`src/rtl/ram8_pkg.sv`:
```
// rtl/ram8_pkg.sv - shared sizes and reset value for the RAM hierarchy
//
// Purpose: widths, depth and reset word shared by ram8 and larger RAMs
// built from it. No ports.
package ram8_pkg;
  localparam int RAM_WIDTH   = 16;
  localparam int RAM8_ADDR_W = 3;
  localparam int RAM8_DEPTH  = 8;
  localparam logic [RAM_WIDTH-1:0] RAM_RST = 16'h0000;
endpackage

```
`src/rtl/ram8_cells.sv`:
```
// rtl/ram8_cells.sv - storage register and 8-way read selector
//
// register16: load-enable D register with synchronous active-high reset.
//   clk   : clock, rising edge
//   reset : synchronous clear to RAM_RST, wins over load
//   in    : data to capture
//   load  : capture enable
//   out   : stored word
// mux8way16: combinational 8-to-1 word selector.
//   a..h  : candidate words, a selected by sel=0 through h by sel=7
//   sel   : select
//   out   : selected word
module register16
  import ram8_pkg::*;
(
  input  logic                 clk,
  input  logic                 reset,
  input  logic [RAM_WIDTH-1:0] in,
  input  logic                 load,
  output logic [RAM_WIDTH-1:0] out
);
  logic [RAM_WIDTH-1:0] data_q;
  logic [RAM_WIDTH-1:0] data_d;

  always_comb begin
    data_d = data_q;
    if (load) data_d = in;
  end

  always_ff @(posedge clk) begin
    if (reset) data_q <= RAM_RST;
    else       data_q <= data_d;
  end

  assign out = data_q;
endmodule

module mux8way16
  import ram8_pkg::*;
(
  input  logic [RAM_WIDTH-1:0]   a,
  input  logic [RAM_WIDTH-1:0]   b,
  input  logic [RAM_WIDTH-1:0]   c,
  input  logic [RAM_WIDTH-1:0]   d,
  input  logic [RAM_WIDTH-1:0]   e,
  input  logic [RAM_WIDTH-1:0]   f,
  input  logic [RAM_WIDTH-1:0]   g,
  input  logic [RAM_WIDTH-1:0]   h,
  input  logic [RAM8_ADDR_W-1:0] sel,
  output logic [RAM_WIDTH-1:0]   out
);
  always_comb begin
    out = a;
    case (sel)
      3'd0: out = a;
      3'd1: out = b;
      3'd2: out = c;
      3'd3: out = d;
      3'd4: out = e;
      3'd5: out = f;
      3'd6: out = g;
      3'd7: out = h;
      default: out = a;
    endcase
  end
endmodule

```
`src/rtl/ram8.sv`:
```
// rtl/ram8.sv - 8 x 16 register RAM with combinational read
//
// dmux8way: routes one load line to the output selected by sel (one-hot).
//   in    : load request
//   sel   : target line
//   out   : eight load lines, at most one high
// ram8: eight register16 words, write on load, read through mux8way16.
//   clk     : clock, rising edge
//   reset   : synchronous active-high, clears every word, beats load
//   in      : write data
//   load    : write enable for mem[address]
//   address : word select for read and write
//   out     : mem[address], combinational (no write-through)
module dmux8way
  import ram8_pkg::*;
(
  input  logic                   in,
  input  logic [RAM8_ADDR_W-1:0] sel,
  output logic [RAM8_DEPTH-1:0]  out
);
  always_comb begin
    out      = '0;
    out[sel] = in;
  end
endmodule

module ram8
  import ram8_pkg::*;
(
  input  logic                   clk,
  input  logic                   reset,
  input  logic [RAM_WIDTH-1:0]   in,
  input  logic                   load,
  input  logic [RAM8_ADDR_W-1:0] address,
  output logic [RAM_WIDTH-1:0]   out
);
  logic [RAM8_DEPTH-1:0] load_line;
  logic [RAM_WIDTH-1:0]  word [RAM8_DEPTH];

  dmux8way u_dmux (
    .in  (load),
    .sel (address),
    .out (load_line)
  );

  for (genvar i = 0; i < RAM8_DEPTH; i++) begin : g_word
    register16 u_reg (
      .clk   (clk),
      .reset (reset),
      .in    (in),
      .load  (load_line[i]),
      .out   (word[i])
    );
  end

  mux8way16 u_mux (
    .a   (word[0]),
    .b   (word[1]),
    .c   (word[2]),
    .d   (word[3]),
    .e   (word[4]),
    .f   (word[5]),
    .g   (word[6]),
    .h   (word[7]),
    .sel (address),
    .out (out)
  );
endmodule

```
`config.mk`:
```
export PLATFORM = sky130hd
export DESIGN_NAME = ram8
export DESIGN_NICKNAME = d
export VERILOG_FILES = /design/src/rtl/ram8_pkg.sv /design/src/rtl/ram8_cells.sv /design/src/rtl/ram8.sv
export SDC_FILE = /design/constraint.sdc
export NUM_CORES = 1
export LEC_CHECK = 0
export CORE_AREA = 5 5 85 126
export DETAILED_ROUTE_END_ITERATION = 6
export DIE_AREA = 0 0 90 131
export GPL_TIMING_DRIVEN = 1
export PLACE_DENSITY = 0.82
export SLEW_MARGIN = 25
export SYNTH_ARGS = -nofsm -noshare
export SYNTH_HDL_FRONTEND = slang
export SYNTH_SLANG_ARGS = --single-unit
export TNS_END_PERCENT = 30
```
`constraint.sdc`:
```
create_clock -name clk -period 5.3 [get_ports clk]
set_input_delay 1.325 -clock clk [delete_from_list [all_inputs] [get_ports clk]]
set_output_delay 1.325 -clock clk [all_outputs]
set_load 0.1 [all_outputs]
```
**Met2 routing**

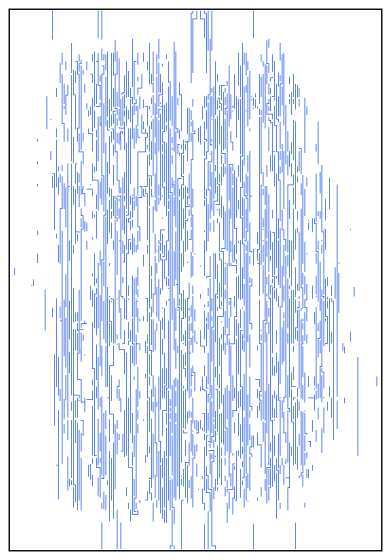
wire length on this layer: 8240 um
longest straight run: 61.5 um
nets with wire on the layer: 603
share of all routed wire: 48%
main direction: vertical

**The metal 4 layer**

The bar under the picture is 20 um long.
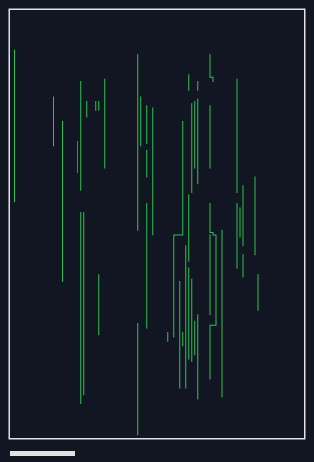
wire length on this layer: 1150 um
main direction: vertical
share of all routed wire: 6.7%

**Clock wiring as the flow saved it**

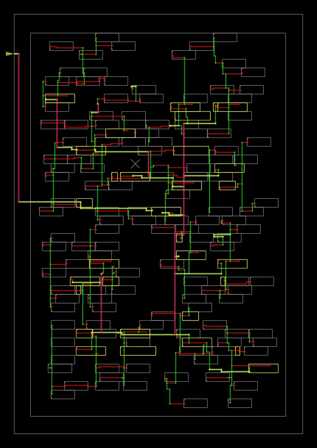
Layout Skew: 0 ns
# clk buffers: 26
TritonCTS sink count: 128
sequential cell count: 128
clock network power: 1.20 mW

**The metal 3 layer**

The bar under the picture is 20 um long.
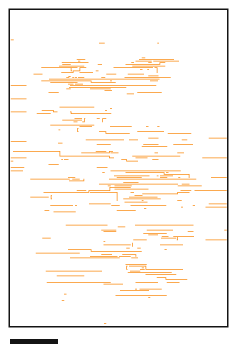
share of all routed wire: 9.6%
nets with wire on the layer: 87

**The metal 1 layer**

The bar under the picture is 20 um long. Cells faint in the background.
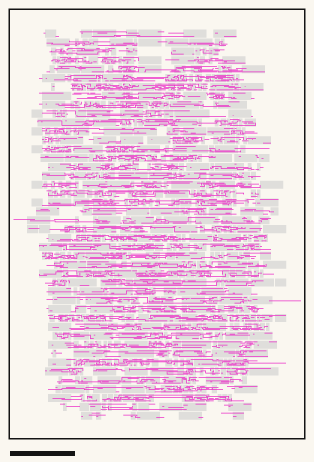
main direction: horizontal
share of all routed wire: 36%
wire length on this layer: 6090 um
nets with wire on the layer: 697
longest straight run: 35.9 um

## how the worst max path moves through the flow
| stage | slack [ns] | start | to |
|---|---|---|---|
| after floorplan | 0.92 | address[2] | out[11] |
| after global placement | 0.58 | address[2] | out[13] |
| after detailed placement | 0.54 | address[2] | out[13] |
| after CTS | 0.54 | address[2] | out[13] |
| after global routing | 0.41 | address[2] | out[13] |
| final | 0.47 | address[2] | out[13] |
## layer usage
metal  global-route usage (%)  wire [um]  up-vias
li1                         -          -     2474
met1                     31.3       6090     2452
met2                     47.8       8240      339
met3                     7.90       1630      109
met4                     21.7       1150        0
met5                        0          0        -
## power groups by stage
stage          Combinational [mW]  Clock, mW  Sequential [mW]
2_1_floorplan               0.184          0             1.01
4_1_cts                     0.260       1.20            0.994
3_3_place_gp                0.253          0             1.01
5_1_grt                     0.275       1.24            0.996
3_5_place_dp                0.258          0             1.01
6_report                    0.265       1.20            0.994
## cell usage in the layout, fill, tap and decap left out, drive strengths merged, types with 2 or more instances in the layout
master	netlist	routed
a21oi	128	128
a22o	13	13
and4b	3	3
and4bb	2	2
buf	48	29
bufinv	0	3
clkbuf	33	26
clkdlybuf4s50	0	18
clkinv	0	2
dfxtp	128	128
inv	13	13
mux2i	21	21
nand2	271	271
nand2b	2	2
nand4b	4	4
nand4bb	3	3
nor2	4	4
nor2b	14	14
nor3b	2	2
o22ai	14	14
o32a	15	15
o32ai	14	14
## tightest hold or removal path, cell delays in order, from the launching register on
cell                      delay [ns]
sky130_fd_sc_hd__dfxtp_1        0.30
sky130_fd_sc_hd__nand2_1        0.05
sky130_fd_sc_hd__a21oi_1        0.05
## per-stage QoR
stage / std cells / util, %
after floorplan: 744 / -
after global placement: 823 / 63.9
after detailed placement: 824 / 64.0
after CTS: 855 / 70.4
after global routing: 856 / 70.5
final: 856 / 70.5
==> flow_summary.yaml <==
# yosys + openroad results
layout:
  register_area_um2: 2560
  finalNetCount: 751
  comb-cell-share_pct: 40.8
  clock_cell_area_share_pct: 9.07
  comb_cells: 522
  final-nonclk-buf-share_pct: 9.13
  final_layout_size_suffix_gt1_share_pct: 8.64
  design_area_um2: 6720
  biggestCellCategory: "logic gates"
  seqAreaFraction_pct: 38.2
  ant_cells: 0
  layout-area-overhead-vs-synth_pct: 16.1
  non_clock_inverter_total_of_the_final_layout: 13
synthesis:
  synthArstFlopShare_pct: 0
  ys_cells: 744
  syn_std_cell_area_um2: 5780
  leading_area_contributor_after_synthesis: "sky130_fd_sc_hd__dfxtp_1"
  ys_seq_elements: 128
  synth.most_common_cell: "sky130_fd_sc_hd__nand2_1"
  yosys_area_um2: 5780
  synth-edff-count: 0
  area_contributors_post_synth: "sky130_fd_sc_hd__dfxtp_1 (44%), sky130_fd_sc_hd__nand2_1 (18%), sky130_fd_sc_hd__a21oi_1 (11%)"
  synthAdderAreaFrac_pct: 0
  comb_area_leader: "simple AND/OR/NAND/NOR gates"
floorplanning:
  well_tap_count: 115
  die_x_um: 90
  boundaryPins: 38
  row_count: 44
outcome:
  status: "finished with violations"
  violated_checks: "DRC"
setup_path:
  timing.critical_path.cells: "clkdlybuf4s50_1, buf_4, or3_1, o32a_1, buf_12"
  cpLargestDelayFamily: "buffers and inverters"
  worst_r2r_path_depth: 2
  worst-path-buf-inv: 3
  required_ns: 3.97
  setup.worst_path.start_class: "input pin"
  worst_r2r_endpoint: "g_word[1].u_reg.out[8]"
  critical-path-max-stage-delay_ns: 0.74
  ff2ff_setup_slack_ns: 4.58
timing:
  grt_setup_unrepaired: "no"
  final-hold-violation-count: 0
  timing.max_slew.rel_slack_pct: 24.6
  min_period_ns: 4.83
  timing_max_transition_violations_final: 0
  finalWorstSetupSlack_ns: 0.465
  fin_worst_hold_slack_ns: 0.453
drt:
  drt-initial-drc-count: 676
  drc: 1
  route.detailed.wl_per_inst_um: 20.0
  drt_pre_antenna_iters: 7
global_routing:
  groute.usage.overall_pct: 28.7
  grt_overflow_total: 0
  number_of_antenna_violations_at_the_first_check_in_global_routing: 0
  global_route_wire_length_before_repair_um: 26400
cts:
  post_cts_resize_count: 0
  cts_root_buf: "sky130_fd_sc_hd__clkbuf_16"
  clk_path_buf_depth: 2
  cts_inserted_buffers: 17
  h-tree-depth: 4
  clock_insertion_delay_worst_skew_ns: 0.41
  ctsHoldBuffers: 0
  clk_pin_slew_worst_paths_ns: 0.05
placement:
  setup_ws_pre_cts_ns: 0.543
  routabilityCongestion: 0.836
  placed_cell_area_um2: 6090
  detailedPlacementHpwl_um: 10100
power_and_ir_drop:
  power-per-cell-area_nw_per_um2: 366
  power.combinational.fraction_pct: 10.8
  share_seq_of_total_power_pct: 40.4
  total_leakage_power_nw: 2.28
  cell_internal_pwr_mw: 1.87
  power_frac_clock_pct: 48.8
  power.net_switching_mw: 0.591
hold_path:
  hold_end: "g_word[5].u_reg.out[9]"
  min_from: "g_word[5].u_reg.out[9]"
flow_run:
  max-cap-violations: 0
Power figures rest on the tool's default switching activity, not on a simulated workload.
